`src/rtl/kfmmc_host_pkg.sv`:
```
// Shared definitions for the MMC host bridge: CPU register map, status bit
// positions and the receive-acknowledge state type.
package kfmmc_host_pkg;

  // CPU register addresses (3-bit window)
  localparam logic [2:0] REG_DATA       = 3'd0;  // wr: tx data strobe, rd: FIFO head
  localparam logic [2:0] REG_COMMAND    = 3'd1;  // wr: command strobe
  localparam logic [2:0] REG_STATUS     = 3'd1;  // rd: drive/FIFO status
  localparam logic [2:0] REG_BLK_ADDR_1 = 3'd2;
  localparam logic [2:0] REG_BLK_ADDR_2 = 3'd3;
  localparam logic [2:0] REG_BLK_ADDR_3 = 3'd4;
  localparam logic [2:0] REG_BLK_ADDR_4 = 3'd5;
  localparam logic [2:0] REG_IRQ        = 3'd6;  // wr: enable, rd: {enable, flags}
  localparam logic [2:0] REG_COUNT      = 3'd7;  // wr: flush, rd: FIFO count

  // Interrupt flag bit positions
  localparam int STK_FIFO    = 0;  // live: FIFO not empty
  localparam int STK_RD_DONE = 1;  // sticky: read completion
  localparam int STK_WR_REQ  = 2;  // live: drive requests write data
  localparam int STK_WR_DONE = 3;  // sticky: write completion

  typedef enum logic [1:0] {ACK_IDLE, ACK_STROBE, ACK_HOLD} ack_state_t;

endpackage

```
`src/rtl/kfmmc_byte_fifo.sv`:
```
// Small byte FIFO holding bytes drained from the drive until the CPU reads
// them.
//   clock, reset_n : clock, async active-low reset
//   push, din      : write a byte (ignored when full unless a pop coincides)
//   pop            : drop the head byte (ignored when empty)
//   flush          : empty the FIFO; wins over a coincident push/pop
//   head           : current head byte (undefined when empty)
//   empty, full    : occupancy flags
//   count          : number of stored bytes
module kfmmc_byte_fifo #(
  parameter int fifo_depth = 4
) (
  input  logic                               clock,
  input  logic                               reset_n,
  input  logic                               push,
  input  logic [7:0]                         din,
  input  logic                               pop,
  input  logic                               flush,
  output logic [7:0]                         head,
  output logic                               empty,
  output logic                               full,
  output logic [$clog2(fifo_depth+1)-1:0]    count
);
  localparam int CW = $clog2(fifo_depth + 1);
  localparam int PW = $clog2(fifo_depth);

  logic [7:0]    mem [fifo_depth];
  logic [PW-1:0] wr_ptr;
  logic [PW-1:0] rd_ptr;
  logic [CW-1:0] cnt;
  logic          do_push;
  logic          do_pop;

  assign empty   = (cnt == '0);
  assign full    = (cnt == CW'(fifo_depth));
  assign do_pop  = pop & ~empty;
  // A pop in the same cycle frees the slot, so a push into a full FIFO is legal then.
  assign do_push = push & (~full | do_pop);
  assign head    = mem[rd_ptr];
  assign count   = cnt;

  // Pointers wrap naturally because the depth is a power of two.
  always_ff @(posedge clock or negedge reset_n) begin
    if (!reset_n) begin
      wr_ptr <= '0;
      rd_ptr <= '0;
      cnt    <= '0;
    end else if (flush) begin
      wr_ptr <= '0;
      rd_ptr <= '0;
      cnt    <= '0;
    end else begin
      if (do_push) wr_ptr <= wr_ptr + PW'(1);
      if (do_pop)  rd_ptr <= rd_ptr + PW'(1);
      case ({do_push, do_pop})
        2'b10:   cnt <= cnt + CW'(1);
        2'b01:   cnt <= cnt - CW'(1);
        default: cnt <= cnt;
      endcase
    end
  end

  always_ff @(posedge clock) begin
    if (do_push) mem[wr_ptr] <= din;
  end

endmodule

```
`src/rtl/kfmmc_host_bridge.sv`:
```
// CPU-side bridge in front of the MMC drive block.
//   clock, reset_n           : clock, async active-low reset
//   cpu_chip_select/address/write/read/data_in/data_out : 8-bit CPU window
//   interrupt                : registered CPU interrupt request
//   data_bus + write_*       : drive write strobes with the last written byte
//   read_data                : one-cycle acknowledge for a received byte
//   read_data_byte           : received byte from the drive
//   drive_busy, *_interface_error : drive status, shown in the status register
//   *_interrupt              : transient drive events
module kfmmc_host_bridge
  import kfmmc_host_pkg::*;
#(
  parameter int fifo_depth = 4
) (
  input  logic       clock,
  input  logic       reset_n,
  input  logic       cpu_chip_select,
  input  logic [2:0] cpu_address,
  input  logic       cpu_write,
  input  logic       cpu_read,
  input  logic [7:0] cpu_data_in,
  output logic [7:0] cpu_data_out,
  output logic       interrupt,
  output logic [7:0] data_bus,
  output logic       write_block_address_1,
  output logic       write_block_address_2,
  output logic       write_block_address_3,
  output logic       write_block_address_4,
  output logic       write_command,
  output logic       write_data,
  output logic       read_data,
  input  logic [7:0] read_data_byte,
  input  logic       drive_busy,
  input  logic       read_interface_error,
  input  logic       write_interface_error,
  input  logic       read_byte_interrupt,
  input  logic       read_completion_interrupt,
  input  logic       request_write_data_interrupt,
  input  logic       write_completion_interrupt
);
  localparam int CW = $clog2(fifo_depth + 1);

  logic          wr_access;
  logic          rd_access;
  logic          wr_prev_p0;
  logic          rd_prev_p0;
  logic [2:0]    rd_addr_p0;
  logic          rd_vld_p1;
  logic [2:0]    rd_addr_p1;
  logic          wr_start;
  logic          rd_end;
  logic [3:0]    irq_en;
  logic          rd_done_flag;
  logic          wr_done_flag;
  logic [3:0]    sticky;
  logic          sticky_clr;
  ack_state_t    ack_state;
  logic          byte_accept;
  logic          fifo_pop;
  logic          fifo_flush;
  logic [7:0]    fifo_head;
  logic          fifo_empty;
  logic          fifo_full;
  logic [CW-1:0] fifo_count;

  assign wr_access  = cpu_chip_select & cpu_write;
  assign rd_access  = cpu_chip_select & cpu_read;
  assign wr_start   = wr_access & ~wr_prev_p0;
  assign rd_end     = rd_prev_p0 & ~rd_access;
  assign fifo_flush = wr_start && (cpu_address == REG_COUNT);
  assign fifo_pop   = rd_vld_p1 && (rd_addr_p1 == REG_DATA);
  assign sticky_clr = rd_vld_p1 && (rd_addr_p1 == REG_IRQ);
  assign byte_accept = (ack_state == ACK_IDLE) && read_byte_interrupt &&
                       (!fifo_full || fifo_pop);

  always_comb begin
    sticky              = '0;
    sticky[STK_FIFO]    = ~fifo_empty;
    sticky[STK_RD_DONE] = rd_done_flag;
    sticky[STK_WR_REQ]  = request_write_data_interrupt;
    sticky[STK_WR_DONE] = wr_done_flag;
  end

  // ---- p0: write edge detect -> registered one-cycle strobes ----
  always_ff @(posedge clock or negedge reset_n) begin
    if (!reset_n) begin
      wr_prev_p0            <= 1'b0;
      write_data            <= 1'b0;
      write_command         <= 1'b0;
      write_block_address_1 <= 1'b0;
      write_block_address_2 <= 1'b0;
      write_block_address_3 <= 1'b0;
      write_block_address_4 <= 1'b0;
      data_bus              <= 8'h00;
      irq_en                <= 4'h0;
    end else begin
      wr_prev_p0            <= wr_access;
      write_data            <= wr_start && (cpu_address == REG_DATA);
      write_command         <= wr_start && (cpu_address == REG_COMMAND);
      write_block_address_1 <= wr_start && (cpu_address == REG_BLK_ADDR_1);
      write_block_address_2 <= wr_start && (cpu_address == REG_BLK_ADDR_2);
      write_block_address_3 <= wr_start && (cpu_address == REG_BLK_ADDR_3);
      write_block_address_4 <= wr_start && (cpu_address == REG_BLK_ADDR_4);
      if (wr_start) begin
        data_bus <= cpu_data_in;
        if (cpu_address == REG_IRQ) irq_en <= cpu_data_in[3:0];
      end
    end
  end

  // ---- p0/p1: read falling edge detected, side effect applied a clock later ----
  always_ff @(posedge clock or negedge reset_n) begin
    if (!reset_n) begin
      rd_prev_p0 <= 1'b0;
      rd_vld_p1  <= 1'b0;
    end else begin
      rd_prev_p0 <= rd_access;
      rd_vld_p1  <= rd_end;
    end
  end

  // The address is held from the access itself; it may be invalid at the falling edge.
  always_ff @(posedge clock) begin
    if (rd_access) rd_addr_p0 <= cpu_address;
    rd_addr_p1 <= rd_addr_p0;
  end

  // ---- interrupt flags and registered request ----
  always_ff @(posedge clock or negedge reset_n) begin
    if (!reset_n) begin
      rd_done_flag <= 1'b0;
      wr_done_flag <= 1'b0;
      interrupt    <= 1'b0;
    end else begin
      // Set wins over a coincident clear.
      rd_done_flag <= read_completion_interrupt  | (rd_done_flag & ~sticky_clr);
      wr_done_flag <= write_completion_interrupt | (wr_done_flag & ~sticky_clr);
      interrupt    <= |(irq_en & sticky);
    end
  end

  // ---- receive acknowledge: accept, strobe, then one blind cycle ----
  always_ff @(posedge clock or negedge reset_n) begin
    if (!reset_n) begin
      ack_state <= ACK_IDLE;
      read_data <= 1'b0;
    end else begin
      case (ack_state)
        ACK_IDLE: begin
          read_data <= byte_accept;
          if (byte_accept) ack_state <= ACK_STROBE;
        end
        ACK_STROBE: begin
          read_data <= 1'b0;
          ack_state <= ACK_HOLD;
        end
        // Drive is still clearing its flag after seeing read_data; ignore it.
        ACK_HOLD: begin
          read_data <= 1'b0;
          ack_state <= ACK_IDLE;
        end
        default: begin
          read_data <= 1'b0;
          ack_state <= ACK_IDLE;
        end
      endcase
    end
  end

  kfmmc_byte_fifo #(.fifo_depth(fifo_depth)) u_fifo (
    .clock   (clock),
    .reset_n (reset_n),
    .push    (byte_accept),
    .din     (read_data_byte),
    .pop     (fifo_pop),
    .flush   (fifo_flush),
    .head    (fifo_head),
    .empty   (fifo_empty),
    .full    (fifo_full),
    .count   (fifo_count)
  );

  always_comb begin
    cpu_data_out = 8'h00;
    if (rd_access) begin
      case (cpu_address)
        REG_DATA:   cpu_data_out = fifo_empty ? 8'h00 : fifo_head;
        REG_STATUS: cpu_data_out = {drive_busy, read_interface_error, write_interface_error,
                                    1'b0, fifo_full, ~fifo_empty, 2'b00};
        REG_IRQ:    cpu_data_out = {irq_en, sticky};
        REG_COUNT:  cpu_data_out = 8'(fifo_count);
        default:    cpu_data_out = 8'h00;
      endcase
    end
  end

endmodule

```
`config.mk`:
```
export PLATFORM = sky130hd
export DESIGN_NAME = kfmmc_host_bridge
export DESIGN_NICKNAME = d
export VERILOG_FILES = /design/src/rtl/kfmmc_host_pkg.sv /design/src/rtl/kfmmc_byte_fifo.sv /design/src/rtl/kfmmc_host_bridge.sv
export SDC_FILE = /design/constraint.sdc
export NUM_CORES = 1
export LEC_CHECK = 0
export ABC_AREA = 1
export CORE_MARGIN = 1.5
export CORE_UTILIZATION = 45
export CTS_CLUSTER_SIZE = 20
export DETAILED_ROUTE_END_ITERATION = 12
export GPL_ROUTABILITY_DRIVEN = 0
export PLACE_DENSITY = 0.7
export SLEW_MARGIN = 10
export SYNTH_ARGS = -nofsm -noshare
export SYNTH_HDL_FRONTEND = slang
export SYNTH_SLANG_ARGS = --single-unit
```
`constraint.sdc`:
```
create_clock -name clock -period 2.35 [get_ports clock]
set_clock_uncertainty 0.1 [all_clocks]
set_input_delay 0.47 -clock clock [delete_from_list [all_inputs] [get_ports clock]]
set_output_delay 0.47 -clock clock [all_outputs]
set_load 0.005 [all_outputs]
```
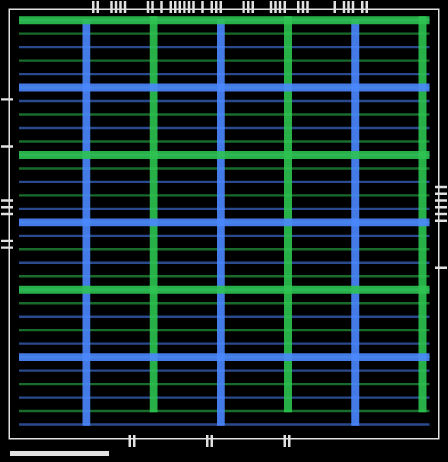
(power grid)
Bar = 20 um. Pins as bars on the die edge.
colour	net
green	VDD
blue	VSS
rows	30
met5 straps	6
Die Height: 86.4 um
core footprint: 6760 um2

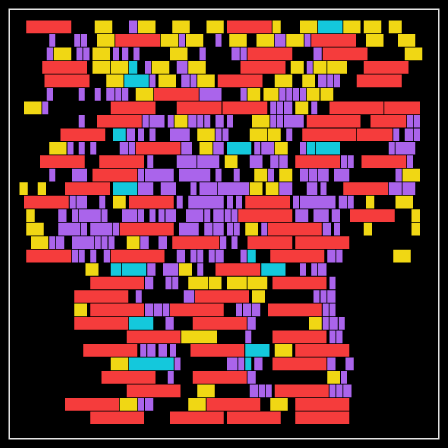
(cell classes on the final placement)
colour	class	cells	share of their area
purple	remaining logic cells	226	29%
yellow	remaining buffers and delay cells	85	19%
cyan	clock drivers and dummy loads	16	4.5%
red	sequential cells	72	48%
sequential cell area share: 47.0%
Row Count: 30

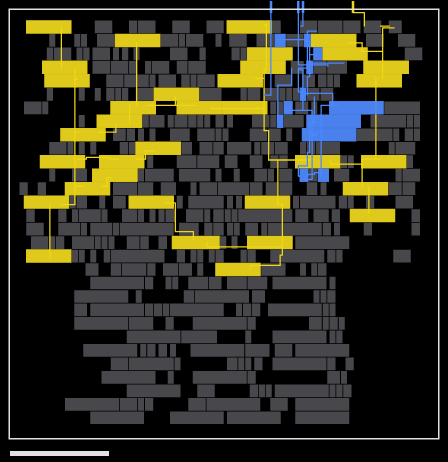
(port wiring)
Bar = 20 um.
colour	port	bits	direction	edge	end cells	buffers	wire
yellow	`reset_n`	1	input	top	34	2	282 um
blue	`cpu_address`	3	input	top	12	5	181 um

==> reports/qor.yml <==
outcome: "finished clean"
r2r_start: "u_fifo.count[2]$_DFFE_PN0P_"
antenna_cells: 0
slowest_stage: "dfrtp_2"
worst_pin_slew_ns: 0.450
cts_buffers: 9
vias: 2387
ys_sh_adder_pct: 2.24
largest_reg_flops: 32
synth-main-ff-cell: "edfxtp_1"
top_logic_kind: "simple AND/OR/NAND/NOR gates"
top_layer: "met4"
synth_cells: 303
comb_area_um2: 1010
post-route-min-period_ns: 2.27
p_sw_mw: 1.28
clockNetworkAreaShare_pct: 4.34
final_common_cell: "nand2_1"
layout_top_cells: "nand2_1, clkdlybuf4s50_1, nor2_1"
drive_above_1_share_pct: 23.1
rsz0062_at_grt: "yes"
critPathMaxFanout: 6
p_comb_share_pct: 32.4
port_buffers: 54
fin_util_pct: 61.8
hold_buffers: 0
nClkBuffers: 11
hold_viol_final: 0
grt_pass1_vias: 2378
io_pins: 55
clock.fmax_mhz: 441
drv_cap: 0
first_iter_violations: 136
placed_cells: 454
cts.sinks: 72
ys_sh_mux_pct: 0
maxSlewViolCount: 0
async_flop_share_pct: 47.2
cp.arrival_ns: 1.70
grt_start_max_net_pins: 35
drc: 0
synth_flops: 72
dieArea_um2: 7460
nWellTaps: 80
worstPathRequired_ns: 1.78
clock_power_share_pct: 23.5
grt-busiest-layer: "met2"
whs_ns: 0.244
cts-root-buf: "clkbuf_8"
drtAntennaViolNets: 0
p_seq_share_pct: 44.1
synthAoiAreaFrac_pct: 8.96
area.sequential_um2: 1960
timing.rr.end: "u_fifo.count[2]$_DFFE_PN0P_"
use_met2_pct: 32.3
largest_area_cell: "edfxtp_1"
wl_met1_mm: 3.14
power_leader: "sequential cells"
crit_path_cell_trace: "buf_6, buf_12, nor2_1, nor2_1, o21ai_1, o21ai_1, nand2_1, a21oi_2, buf_2"
slew_headroom_pct: 70.0
r2r_setup_slack_ns: 0.27
cts_buffer_depth: 2
place_ws_ns: -0.523
met3_length_um: 220
clk_latency_ns: 0.34
synthesis.nets: 339
synth.top_cells.by_count: "nand2_1, nor2_1, edfxtp_1"
netlist_top_cells_area: "edfxtp_1, dfrtp_1, nand2_1"
placed_area_um2: 3910
ys_seq_share_pct: 62.7
top_cell: "nand2_1"
comb_cells: 183
xor_area_share_pct: 0.560
ys_area_um2: 3130
r2r_cells: 9
top_area_share_pct: 33.6
dr_wl_met2_mm: 3.37
swShare_pct: 33.5
grt_pass1_wl_mm: 11.2
power_mw: 3.82
fp_util_pct: 46.3
ys_types: 31
nets: 430
ff_count: 72
syn_area_per_cell_um2: 10.3
power_density_nw_per_um2: 916
yosys-stat-cells: 303
fillCellCount: 541
p_clk_mw: 0.899
regMostFlops: "u_fifo.mem"
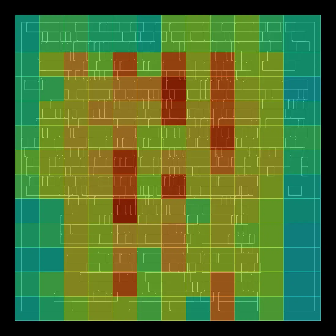
(congestion heat map)
M1 GR Usage: 25.9%
GRT met3 Usage: 4.29%

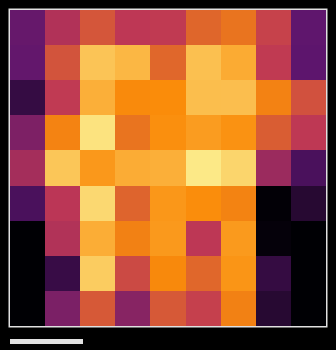
(cell density map)
Bar = 20 um. 9 x 9 tiles, from black (low) to pale yellow (high), 0 to 100% covered.
nearly empty tiles	9.9%
mean over tiles	55%
densest ninth of the die	middle

